### src/rtl/hazard_unit.sv
// hazard_unit: pipeline stall detection for an in-order five-stage core.
//
// Raises a stall when the instruction in ID reads a register that a load in
// EX has not yet produced (load-use). With HAZARD_BRANCH_STALL_EN defined it
// also stalls a branch in ID whose operands are still being produced by the
// EX instruction or by a load in MEM. Register 0 never causes a hazard.
//
// Optional feature macro: HAZARD_BRANCH_STALL_EN (undefined by default).
//
// Ports:
//   clk, rst_n          clock, asynchronous active-low reset
//   ID_EX_MemRead       EX instruction is a load
//   ID_EX_RegRt         load destination in EX
//   IF_ID_RegRs/RegRt   source registers of the ID instruction
//   IF_ID_Branch        ID instruction is a branch          (branch stall only)
//   ID_EX_RegWrite      EX instruction writes a register    (branch stall only)
//   ID_EX_RegRd         EX write destination                (branch stall only)
//   EX_MEM_MemRead      MEM instruction is a load           (branch stall only)
//   EX_MEM_RegRd        MEM load destination                (branch stall only)
//   PCWrite             1 = PC may update
//   IF_ID_Write         1 = IF/ID may load
//   Mux_Select_Stall    1 = insert a bubble into ID/EX
//   stall_count         saturating count of stalled cycles
module hazard_unit #(
  parameter int unsigned REG_ADDR_W = 5,
  parameter int unsigned CNT_W      = 16
) (
  input  logic                  clk,
  input  logic                  rst_n,
  input  logic                  ID_EX_MemRead,
  input  logic [REG_ADDR_W-1:0] ID_EX_RegRt,
  input  logic [REG_ADDR_W-1:0] IF_ID_RegRs,
  input  logic [REG_ADDR_W-1:0] IF_ID_RegRt,
  input  logic                  IF_ID_Branch,
  input  logic                  ID_EX_RegWrite,
  input  logic [REG_ADDR_W-1:0] ID_EX_RegRd,
  input  logic                  EX_MEM_MemRead,
  input  logic [REG_ADDR_W-1:0] EX_MEM_RegRd,
  output logic                  PCWrite,
  output logic                  IF_ID_Write,
  output logic                  Mux_Select_Stall,
  output logic [CNT_W-1:0]      stall_count
);

  logic             load_use;
  logic             branch_hz;
  logic             stall;
  logic [CNT_W-1:0] cnt_q, cnt_d;

  assign load_use = ID_EX_MemRead && (ID_EX_RegRt != '0) &&
                    ((ID_EX_RegRt == IF_ID_RegRs) || (ID_EX_RegRt == IF_ID_RegRt));

`ifdef HAZARD_BRANCH_STALL_EN
  logic ex_dep;
  logic mem_dep;

  // A branch resolves in ID, so it must wait for any operand still in flight.
  assign ex_dep  = ID_EX_RegWrite && (ID_EX_RegRd != '0) &&
                   ((ID_EX_RegRd == IF_ID_RegRs) || (ID_EX_RegRd == IF_ID_RegRt));
  assign mem_dep = EX_MEM_MemRead && (EX_MEM_RegRd != '0) &&
                   ((EX_MEM_RegRd == IF_ID_RegRs) || (EX_MEM_RegRd == IF_ID_RegRt));
  assign branch_hz = IF_ID_Branch && (ex_dep || mem_dep);
`else
  logic unused_branch_inputs;

  // Branch-related ports stay on the interface but have no effect here.
  assign unused_branch_inputs = ^{IF_ID_Branch, ID_EX_RegWrite, ID_EX_RegRd,
                                  EX_MEM_MemRead, EX_MEM_RegRd};
  assign branch_hz = 1'b0;
`endif

  assign stall = load_use || branch_hz;

  // Reset holds the pipeline frozen; outputs follow rst_n without waiting for clk.
  always_comb begin
    PCWrite          = ~stall;
    IF_ID_Write      = ~stall;
    Mux_Select_Stall = stall;
    if (!rst_n) begin
      PCWrite          = 1'b0;
      IF_ID_Write      = 1'b0;
      Mux_Select_Stall = 1'b1;
    end
  end

  // Saturating counter: holds at all-ones instead of wrapping.
  always_comb begin
    cnt_d = cnt_q;
    if (stall && (cnt_q != '1)) begin
      cnt_d = cnt_q + CNT_W'(1);
    end
  end

  always_ff @(posedge clk or negedge rst_n) begin
    if (!rst_n) begin
      cnt_q <= '0;
    end else begin
      cnt_q <= cnt_d;
    end
  end

  assign stall_count = cnt_q;

endmodule

### config.mk
export PLATFORM = sky130hd
export DESIGN_NAME = hazard_unit
export DESIGN_NICKNAME = d
export VERILOG_FILES = /design/src/rtl/hazard_unit.sv
export SDC_FILE = /design/constraint.sdc
export NUM_CORES = 1
export LEC_CHECK = 0
export CORE_ASPECT_RATIO = 1.5
export CORE_MARGIN = 1
export CORE_UTILIZATION = 35
export CTS_CLUSTER_SIZE = 25
export DETAILED_ROUTE_END_ITERATION = 12
export GPL_ROUTABILITY_DRIVEN = 0
export PLACE_DENSITY = 0.72
export SYNTH_ARGS = -nofsm -noshare
export SYNTH_HDL_FRONTEND = slang
export SYNTH_SLANG_ARGS = --single-unit
export TNS_END_PERCENT = 5
### constraint.sdc
create_clock -name clk -period 4.4 [get_ports clk]
set_clock_uncertainty 0.05 [all_clocks]
set_input_delay 0.66 -clock clk [delete_from_list [all_inputs] [get_ports clk]]
set_output_delay 0.66 -clock clk [all_outputs]
set_load 0.01 [all_outputs]
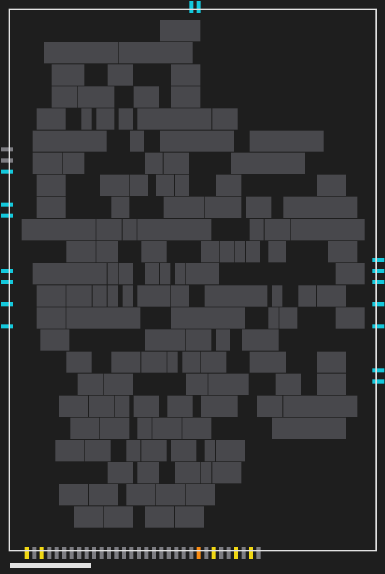
(run_1/pinout.png)
Scale bar: 10 µm. Pins as bars across the die edge, other pins in grey.
PCWrite -> orange  # pins 1, direction output, edge bottom
ID_EX_RegRd -> yellow  # pins 5, direction input, edge bottom
stall_count -> cyan  # pins 16, direction output, edge 7 left, 7 right, 2 top

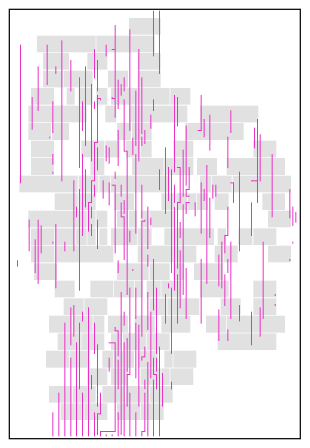
(run_1/m2.png)
wire length on this layer = 1190 µm
nets with wire on the layer = 131
longest straight run = 22.3 µm
main direction = vertical
share of all routed wire = 52%

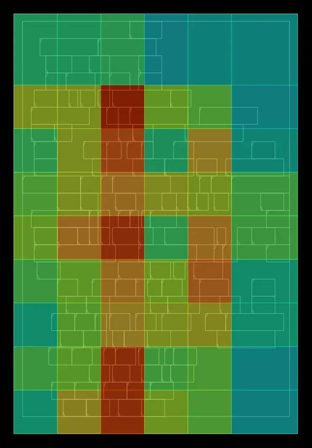
(run_1/congestion_map.png)
M1 GR Usage: 20.00%
routing usage on met3: 2.168%
gr usage total: 17.42%

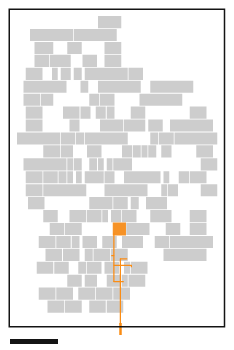
(run_1/port_trees.png)
Scale bar: 10 µm.
PCWrite -> orange  # direction output, edge bottom, end cells 1, buffers 1, wire 31.8 µm

==> run summary, run 1 <==
flow finished, numbers: status=completed, Yosys Chip Area=a little under 0.001 mm², core footprint=around 0.0026 mm², hold path endpoint=stall_count[15], htree depth=1, peak supply drop=slightly above 0.0002 V, Top Metal Used=met4, DRT met1 WL=~960 µm, Num CTS Buffers=3, Synthesis Warnings=0, Max Freq=0.2891 GHz, clock latency on the worst-skew pair=~0.25 ns, setup violators final=0, DP Cell Count=approximately 170, pre-CTS setup slack=around 0.94 ns, reg-to-reg setup timing slack=roughly 2.1 ns, Post-synth seq share=41.29%, ys cells=93, FF-to-FF End=stall_count[1], crit path launch=ID_EX_RegRt[1]
--- run 2 (diff from run 1) ---
- PLACE_DENSITY: 0.72 -> 0.75
- clock period: 4.4 -> 3 ns (I/O delays scaled with it)
==> run 2 against run 1 <==
Compared with the run above:
- clock power is 44% higher
- routed wire length is 5.0% lower
- sequential share of layout area is 0.43 points lower
- clock-buffer cell count stayed put
- die size stayed put
- sequential power is 47% higher
==> run summary, run 2 <==
flow finished, numbers: clock latency on the worst-skew pair=0.25 ns (about the same), ys cells=93 (unchanged), Top Metal Used=met4, DRT met1 WL=897 µm (-6.9%), crit path launch=ID_EX_RegRt[1], reg-to-reg setup timing slack=0.71 ns (-1.38 ns), Area Growth Syn to Fin=49.94%, Total Neg Setup Slack=0 ns, met3 wire length=70 µm, Hold Crit Start=stall_count[12], pre-CTS setup slack=0.1148 ns (-0.8216 ns), Max Freq=0.3461 GHz, status=completed, Clock power frac=30.8%, core footprint=0.002648 mm² (unchanged), Tapcells=37, DP Cell Count=169 (+1.8%), M1 GR Usage=17.26% (-2.7 points), Yosys Chip Area=969.7 µm² (unchanged), switching share of power=27.54%, tool warnings=39, peak supply drop=0.0004282 V (+110%), htree depth=1 (unchanged), FF-to-FF End=stall_count[1], setup violators final=0 (unchanged), fin area=about 0.0015 mm², hold path endpoint=stall_count[12], Hold Vio Cnt, Final=0, Post-synth seq share=41.29% (unchanged), crit share post-route=around 96%
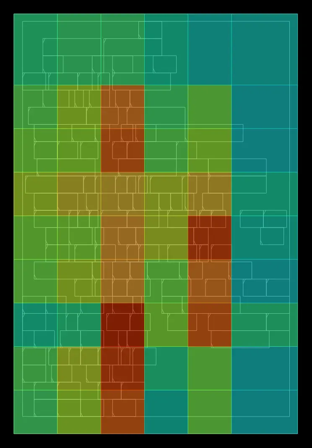
(run_2/congestion_map.png)
routing usage on met3: 3.523%
busiest grt layer: met2
gr usage total: 15.98%
post-DR wirelength/cell: 12.45 µm

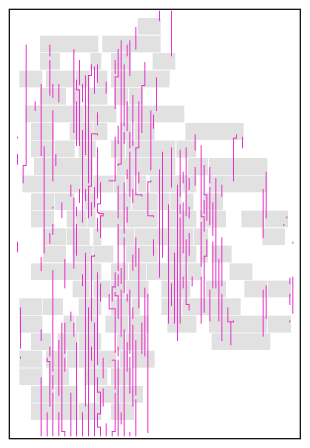
(run_2/m2.png)
share of all routed wire = 54%
wire length on this layer = 1170 µm

--- run 3 (diff from run 2) ---
- CTS_BUF_LIST: not set -> sky130_fd_sc_hd__clkbuf_2
==> run 3 against run 2 <==
Compared with the run above:
- routed wire length is 2.4% lower
- final cell count unchanged
- area after synthesis unchanged
- synthesized cell count is the same
- die size unchanged
- non-clock buffer count stayed put
- clock-buffer cell count is 1 lower
- global-route usage grew 0.055 points
- sequential share of layout area grew 0.70 points
- clock power fell by 49%
- power is 15% lower
==> run summary, run 3 <==
flow finished, numbers: switching pwr=165.1 µW, htree depth=1 (unchanged), antenna violations before repair=0, FF-to-FF End=stall_count[1], gr usage total=16.03% (+0.055 points), DRT met1 WL=867 µm (-3.3%), setup violators final=0 (unchanged), busiest grt layer=met2, tool warnings=39 (unchanged), switching share of power=31.16% (+3.6 points), met3 wire length=68 µm (-2.9%), clock latency on the worst-skew pair=0.29 ns (+0.04 ns), Area Growth Syn to Fin=46.19%, Tapcells=37 (unchanged), reg-to-reg setup timing slack=0.70 ns (about the same), Total Neg Setup Slack=0 ns (unchanged), status=completed, worst-case reg-to-reg path depth=6, peak supply drop=0.0003626 V (-15%), Max Freq=0.3472 GHz (+0.32%), crit share post-route=96.00% (-0.31 points), ys cells=93 (unchanged), crit path launch=ID_EX_RegRt[1], pre-CTS setup slack=0.1148 ns (unchanged)
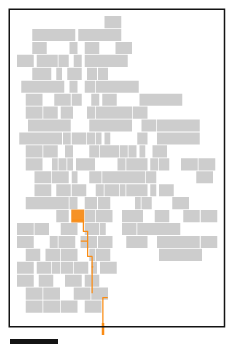
(run_3/port_trees.png)
Scale bar: 10 µm.
PCWrite -> orange  # direction output, edge bottom, end cells 1, buffers 1, wire 27.5 µm

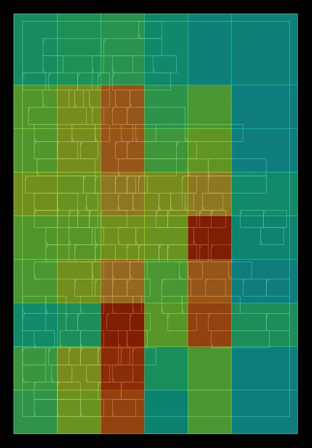
(run_3/congestion_map.png)
Final Core Density: 53.54%
post-DR wirelength/cell: 12.16 µm
M1 GR Usage: 16.92%
routing usage on met3: 4.607%
GRT met2 Usage: 28.80%

No activity file was given, so power comes from the tool's default toggle rates.
